### config.mk
export PLATFORM = sky130hd
export DESIGN_NAME = booth_seq_ctrl
export DESIGN_NICKNAME = d
export VERILOG_FILES = /design/src/rtl/booth_seq_ctrl.sv
export SDC_FILE = /design/constraint.sdc
export NUM_CORES = 1
export LEC_CHECK = 0
export ABC_AREA = 0
export CORE_UTILIZATION = 53
export CTS_BUF_LIST = sky130_fd_sc_hd__clkbuf_16
export DETAILED_ROUTE_END_ITERATION = 10
export HOLD_SLACK_MARGIN = 0.06
export PLACE_DENSITY = 0.75
export SYNTH_ARGS = -nofsm -noshare
export SYNTH_HDL_FRONTEND = slang
export SYNTH_SLANG_ARGS = --single-unit
### constraint.sdc
create_clock -name clk -period 8.1 [get_ports clk]
set_input_delay 2.025 -clock clk [delete_from_list [all_inputs] [get_ports clk]]
set_output_delay 2.025 -clock clk [all_outputs]
set_load 0.02 [all_outputs]
### src/rtl/booth_seq_ctrl.sv
// Iterative radix-4 Booth 16x16 multiplier controller: one Booth row per cycle into a 32-bit accumulator.
// Optional BOOTH_EARLY_DONE_EN: finish as soon as every remaining multiplier digit is zero.
module booth_seq_ctrl #(
  parameter int unsigned SIGNED_B = 1
) (
  input  logic        clk,
  input  logic        rst_n,
  input  logic        in_valid,
  output logic        in_ready,
  input  logic [15:0] a,
  input  logic [15:0] b,
  output logic        out_valid,
  input  logic        out_ready,
  output logic [31:0] product,
  output logic        busy
);

  localparam int unsigned AW     = 16;
  localparam int unsigned PW     = 32;
  localparam int unsigned RW     = AW + 1;
  localparam int unsigned EW     = 19;
  localparam int unsigned KW     = 4;
  localparam int unsigned LAST_K = (SIGNED_B != 0) ? 7 : 8;

  typedef enum logic [1:0] {
    IDLE = 2'd0,
    RUN  = 2'd1,
    DONE = 2'd2
  } state_e;

  state_e          state_q, state_d;
  logic [AW-1:0]   a_q, a_d;
  logic [EW-1:0]   b_ext_q, b_ext_d;
  logic [PW-1:0]   acc_q, acc_d;
  logic [KW-1:0]   k_q, k_d;
  logic            in_ready_q, in_ready_d;
  logic            out_valid_q, out_valid_d;
  logic            busy_q, busy_d;

  logic [4:0]      shamt;
  logic [2:0]      trip;
  logic [RW-1:0]   row;
  logic            neg;
  logic [PW-1:0]   term;
  logic            last_digit;
`ifdef BOOTH_EARLY_DONE_EN
  logic [EW-1:0]   rest;
  logic [EW-1:0]   ones;
`endif

  // Booth row generator for digit k plus the shifted accumulator term
  always_comb begin
    shamt = {k_q, 1'b0};
    trip  = b_ext_q[shamt +: 3];
    unique case (trip)
      3'b001, 3'b010: row = {a_q[AW-1], a_q};
      3'b011:         row = {a_q, 1'b0};
      3'b100:         row = ~{a_q, 1'b0};
      3'b101, 3'b110: row = ~{a_q[AW-1], a_q};
      default:        row = '0;
    endcase
    neg        = trip[2] & ~(trip[1] & trip[0]);
    term       = ({{(PW-RW){row[RW-1]}}, row} + PW'(neg)) << shamt;
    last_digit = (k_q == KW'(LAST_K));
`ifdef BOOTH_EARLY_DONE_EN
    // Uniform upper multiplier bits mean every later digit is zero
    rest = b_ext_q >> (shamt + 5'd2);
    ones = {EW{1'b1}} >> (shamt + 5'd2);
    if ((rest == '0) || (rest == ones)) begin
      last_digit = 1'b1;
    end
`endif
  end

  // Next-state and datapath updates
  always_comb begin
    state_d = state_q;
    a_d     = a_q;
    b_ext_d = b_ext_q;
    acc_d   = acc_q;
    k_d     = k_q;
    unique case (state_q)
      IDLE: begin
        if (in_valid && in_ready_q) begin
          a_d     = a;
          b_ext_d = (SIGNED_B != 0) ? {{2{b[15]}}, b, 1'b0} : {2'b00, b, 1'b0};
          acc_d   = '0;
          k_d     = '0;
          state_d = RUN;
        end
      end
      RUN: begin
        acc_d = acc_q + term;
        if (last_digit) begin
          state_d = DONE;
        end else begin
          k_d = k_q + KW'(1);
        end
      end
      DONE: begin
        if (out_ready) begin
          state_d = IDLE;
        end
      end
      default: state_d = IDLE;
    endcase
    in_ready_d  = (state_d == IDLE);
    out_valid_d = (state_d == DONE);
    busy_d      = (state_d != IDLE);
  end

  always_ff @(posedge clk or negedge rst_n) begin
    if (!rst_n) begin
      state_q     <= IDLE;
      a_q         <= '0;
      b_ext_q     <= '0;
      acc_q       <= '0;
      k_q         <= '0;
      in_ready_q  <= 1'b0;
      out_valid_q <= 1'b0;
      busy_q      <= 1'b0;
    end else begin
      state_q     <= state_d;
      a_q         <= a_d;
      b_ext_q     <= b_ext_d;
      acc_q       <= acc_d;
      k_q         <= k_d;
      in_ready_q  <= in_ready_d;
      out_valid_q <= out_valid_d;
      busy_q      <= busy_d;
    end
  end

  assign in_ready  = in_ready_q;
  assign out_valid = out_valid_q;
  assign busy      = busy_q;
  assign product   = acc_q;

endmodule
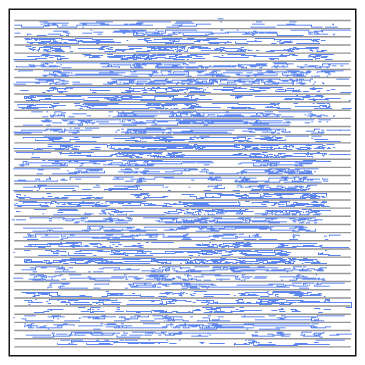
run_1/m1.png
Drawn at 3 px/um. Supply wires on this layer in gray.
The wires run mostly horizontal. 909 nets have wire on it.
met1 Resource Use GR: 45.8%
routed wire length: 19700 um
via count: 6622

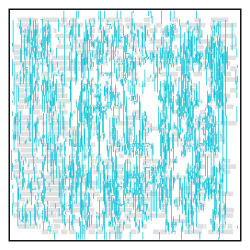
run_1/m2.png
Drawn at 2 px/um.
The layer carries 8670 um of wire. The wires run mostly vertical. 809 nets have wire on it. The layer holds 44% of the routed length.
met2 Usage GRT: 47.9%

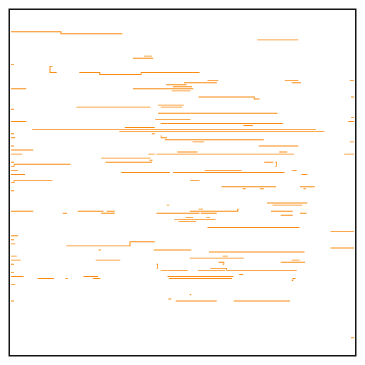
run_1/m3.png
Drawn at 3 px/um.
The wires run mostly horizontal. The longest straight run is 94.3 um. The layer carries 1240 um of wire.

==> flow_metrics.env, run 1 <==
# yosys + openroad results
export IMPL_most_common_cell="nand2_1"
export IMPL_startpoint_type="flip-flop"
export IMPL_warning_count=27
export IMPL_hold_path_class="flip-flop to flip-flop"
export IMPL_lay_top_count="nand2_1"
export IMPL_cp_top_family="AND-OR/OR-AND gates"
export IMPL_edf_count=0
export IMPL_cp_startpoint="k_q[1]"
export IMPL_synth_stat_cells=858
export IMPL_worstReg2RegStart="k_q[1]"
export IMPL_aoi_share_pct=23.1
export IMPL_antenna_left=0
export IMPL_cts_tree="built"
export IMPL_clk_pin_slew_worst_paths_ns=0.06
export IMPL_first_global_vias=6288
export IMPL_nNetsFinal=976
export IMPL_cts_setup_buffers=0
export IMPL_grt_overflow=0
export IMPL_min_to="b_ext_q[13]"
export IMPL_simple_gate_share_pct=25.3
export IMPL_grt_usage_pct=31.3
export IMPL_synth_largest_area_cell="dfrtp_1"
export IMPL_status="completed"
export IMPL_io_pins=71
export IMPL_cts_root_buf="clkbuf_16"
export IMPL_final_min_clock_period_ns=7.52
export IMPL_r2r_end="product[31]"
export IMPL_min_path_cells=2
export IMPL_wl_met2_um=8670
export IMPL_yosys_area_share_adder_pct=6.77
export IMPL_final_setup_tns_ns=0
export IMPL_wl_per_cell_um=18.3
export IMPL_ys_warn_count=0
export IMPL_htreeDepth=3
export IMPL_critPathCapture="product[31]"
export IMPL_yosys_top_cells_area="dfrtp_1 27%, nand2_1 8.3%, ha_1 6.5%"
export IMPL_cp_buffers_inverters=2
export IMPL_fp_util_pct=55.4
export IMPL_grt_antenna_before_repair=0
export IMPL_end_kind="flip-flop"
export IMPL_cts_hold_buffers=0
export IMPL_num_antenna_cells=0
export IMPL_top_cell_area_share_pct=27.0
export IMPL_die_h_um=115
-- run 1: per-layer routing --
| metal | track usage [%] | vias to the layer above |
|---|---|---|
| met5 | 0 | - |
| met4 | 7.27 | 0 |
| met3 | 5.59 | 25 |
| met2 | 47.9 | 210 |
| met1 | 45.8 | 3179 |
| li1 | - | 3208 |
-- run 1: layout make-up --
cell class,instances,area [um2],area share (%)
flip-flops and latches,73,1830,23.2
repair buffers,92,863,11.0
clock inverters,7,71.3,0.907
inverters,17,63.8,0.812
well taps,168,210,2.67
multi-input cells,711,4600,58.5
clock buffers,9,225,2.86
-- run 1: flip-flops by register name (all words and copies together) (netlist names) --
register   cells
in_ready       1
k_q            4
busy           1
a_q           16
state_q        2
out_valid      1
b_ext_q       16
product       32
run_1/placed.png
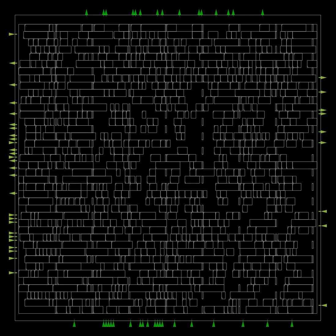

==> inputs of run 2 (changes only) <==
Settings changed: CELL_PAD_IN_SITES_DETAIL_PLACEMENT set to 2, CELL_PAD_IN_SITES_GLOBAL_PLACEMENT set to 2, CORE_UTILIZATION 53 to 35, PLACE_DENSITY 0.75 to 0.81.
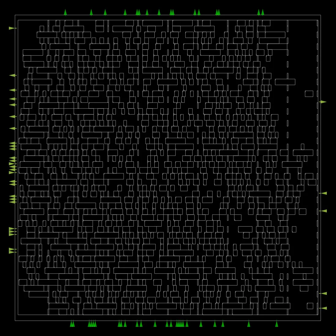
run_2/placed.png
post-layout util: 42.6%
core area: 18800 um2

==> run 2 against run 1 <==
  * Cell area rose by 2.1%
  * Register-to-register slack lost 0.02 ns
  * Die area increased by 50%
  * Setup slack lost 0.019 ns
  * Sequential cell count did not move
  * Via count up 2.4%
  * Synthesized area unchanged
  * Critical endpoint unchanged
  * Largest cell class unchanged
==> flow_metrics.env, run 2 <==
# yosys + openroad results
export IMPL_wl_per_cell_um=22.2
export IMPL_die_h_um=141
export IMPL_most_common_cell="nand2_1"
export IMPL_synth_stat_cells=858
export IMPL_min_path_cells=2
export IMPL_yosys_top_cells_area="dfrtp_1 27%, nand2_1 8.3%, ha_1 6.5%"
export IMPL_io_pins=71
export IMPL_worstReg2RegStart="k_q[0]"
export IMPL_cp_startpoint="k_q[0]"
export IMPL_grt_usage_pct=27.3
export IMPL_cp_top_family="simple AND/OR/NAND/NOR gates"
export IMPL_first_global_vias=7417
export IMPL_aoi_share_pct=23.1
export IMPL_status="completed"
export IMPL_cts_root_buf="clkbuf_16"
export IMPL_final_min_clock_period_ns=7.54
export IMPL_cts_hold_buffers=0
export IMPL_cts_tree="built"
export IMPL_yosys_area_share_adder_pct=6.77
export IMPL_largest_register_ffs=32
export IMPL_warning_count=27
export IMPL_edf_count=0
export IMPL_num_antenna_cells=0
export IMPL_hold_path_class="flip-flop to flip-flop"
export IMPL_simple_gate_share_pct=25.3
export IMPL_routed_wl_um=26000
## run 2: what timing repair did
action	in CTS	in global routing
resized	0	5
endpoints found under the setup margin	0	3
hold endpoints to repair	0	0
setup buffers	0	3
## run 2: cell type report
class                   count  area (um2)  share of cell area (%)
repair buffers             96         893                    11.1
inverters                  17        63.8                   0.795
multi-input cells         711        4620                    57.5
flip-flops and latches     73        1830                    22.8
well taps                 260         325                    4.05
clock inverters             7        76.3                   0.951
clock buffers               9         225                    2.81
## run 2: metal layers
layer	up-vias	track usage (%)	wire, um
met5	-	0	0
met4	0	6.06	382
met3	21	4.62	900
met2	112	46.1	12700
met1	3445	36.2	12100
li1	3201	-	-
run_2/m3.png
Drawn at 3 px/um.
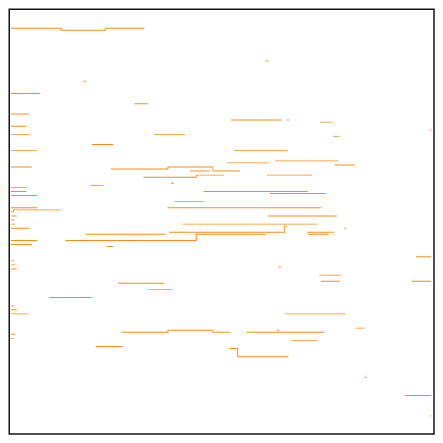

==> inputs of run 3 (changes only) <==
Settings changed: CELL_PAD_IN_SITES_DETAIL_PLACEMENT 2 to 0, CELL_PAD_IN_SITES_GLOBAL_PLACEMENT 2 to 1, CORE_UTILIZATION 35 to 44, CTS_BUF_LIST sky130_fd_sc_hd__clkbuf_16 to sky130_fd_sc_hd__clkbuf_8.
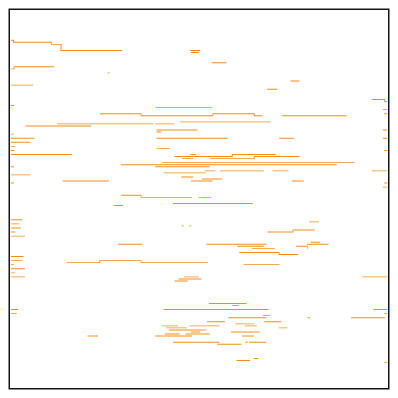
run_3/m3.png
Drawn at 3 px/um.
The longest straight run is 71.8 um. 103 nets have wire on it. The layer carries 1160 um of wire. The wires run mostly horizontal. The layer holds 6.0% of the routed length.

==> run 3 against run 2 <==
  * Setup slack better by 0.13 ns
  * Clock skew is 0.0034 ns higher
  * Critical endpoint unchanged
  * Global-route usage is 1.9 points lower
==> flow_metrics.env, run 3 <==
# yosys + openroad results
export IMPL_grt_usage_pct=25.3
export IMPL_status="completed"
export IMPL_cts_root_buf="clkbuf_8"
export IMPL_worstReg2RegStart="k_q[1]"
export IMPL_cts_resized_gates=0
export IMPL_yosys_area_share_adder_pct=6.77
export IMPL_clkCellAreaFrac_pct=2.70
export IMPL_largest_class="multi-input combinational cells"
export IMPL_synth_largest_area_cell="dfrtp_1"
export IMPL_cp_startpoint="k_q[1]"
export IMPL_fin_util_pct=52.5
export IMPL_top_cell_area_share_pct=27.0
export IMPL_most_common_cell="nand2_1"
export IMPL_first_global_vias=6202
export IMPL_simple_gate_share_pct=25.3
export IMPL_yosys_top_cells_area="dfrtp_1 27%, nand2_1 8.3%, ha_1 6.5%"
export IMPL_nNetsFinal=971
export IMPL_sh_comb_area_pct=59.3
export IMPL_r2r_end="product[31]"
-- run 3: metal layers --
| layer | routed length, um | global-route usage [%] | vias to the layer above | part of all wire [%] |
|---|---|---|---|---|
| met5 | 0 | 0 | - | 0 |
| met4 | 299 | 7.16 | 0 | 1.5 |
| met3 | 1160 | 5.01 | 25 | 6.0 |
| met2 | 8360 | 38.3 | 200 | 43 |
| met1 | 9500 | 36.5 | 3025 | 49 |
| li1 | - | - | 3200 | - |
-- run 3: cell families after synthesis --
group / after synthesis
AND/OR/NAND/NOR: 361
AND-OR/OR-AND: 227
XOR/XNOR: 55
multiplexers: 32
adder cells (fa/ha/maj): 36
flip-flops: 73
buffers and inverters: 74
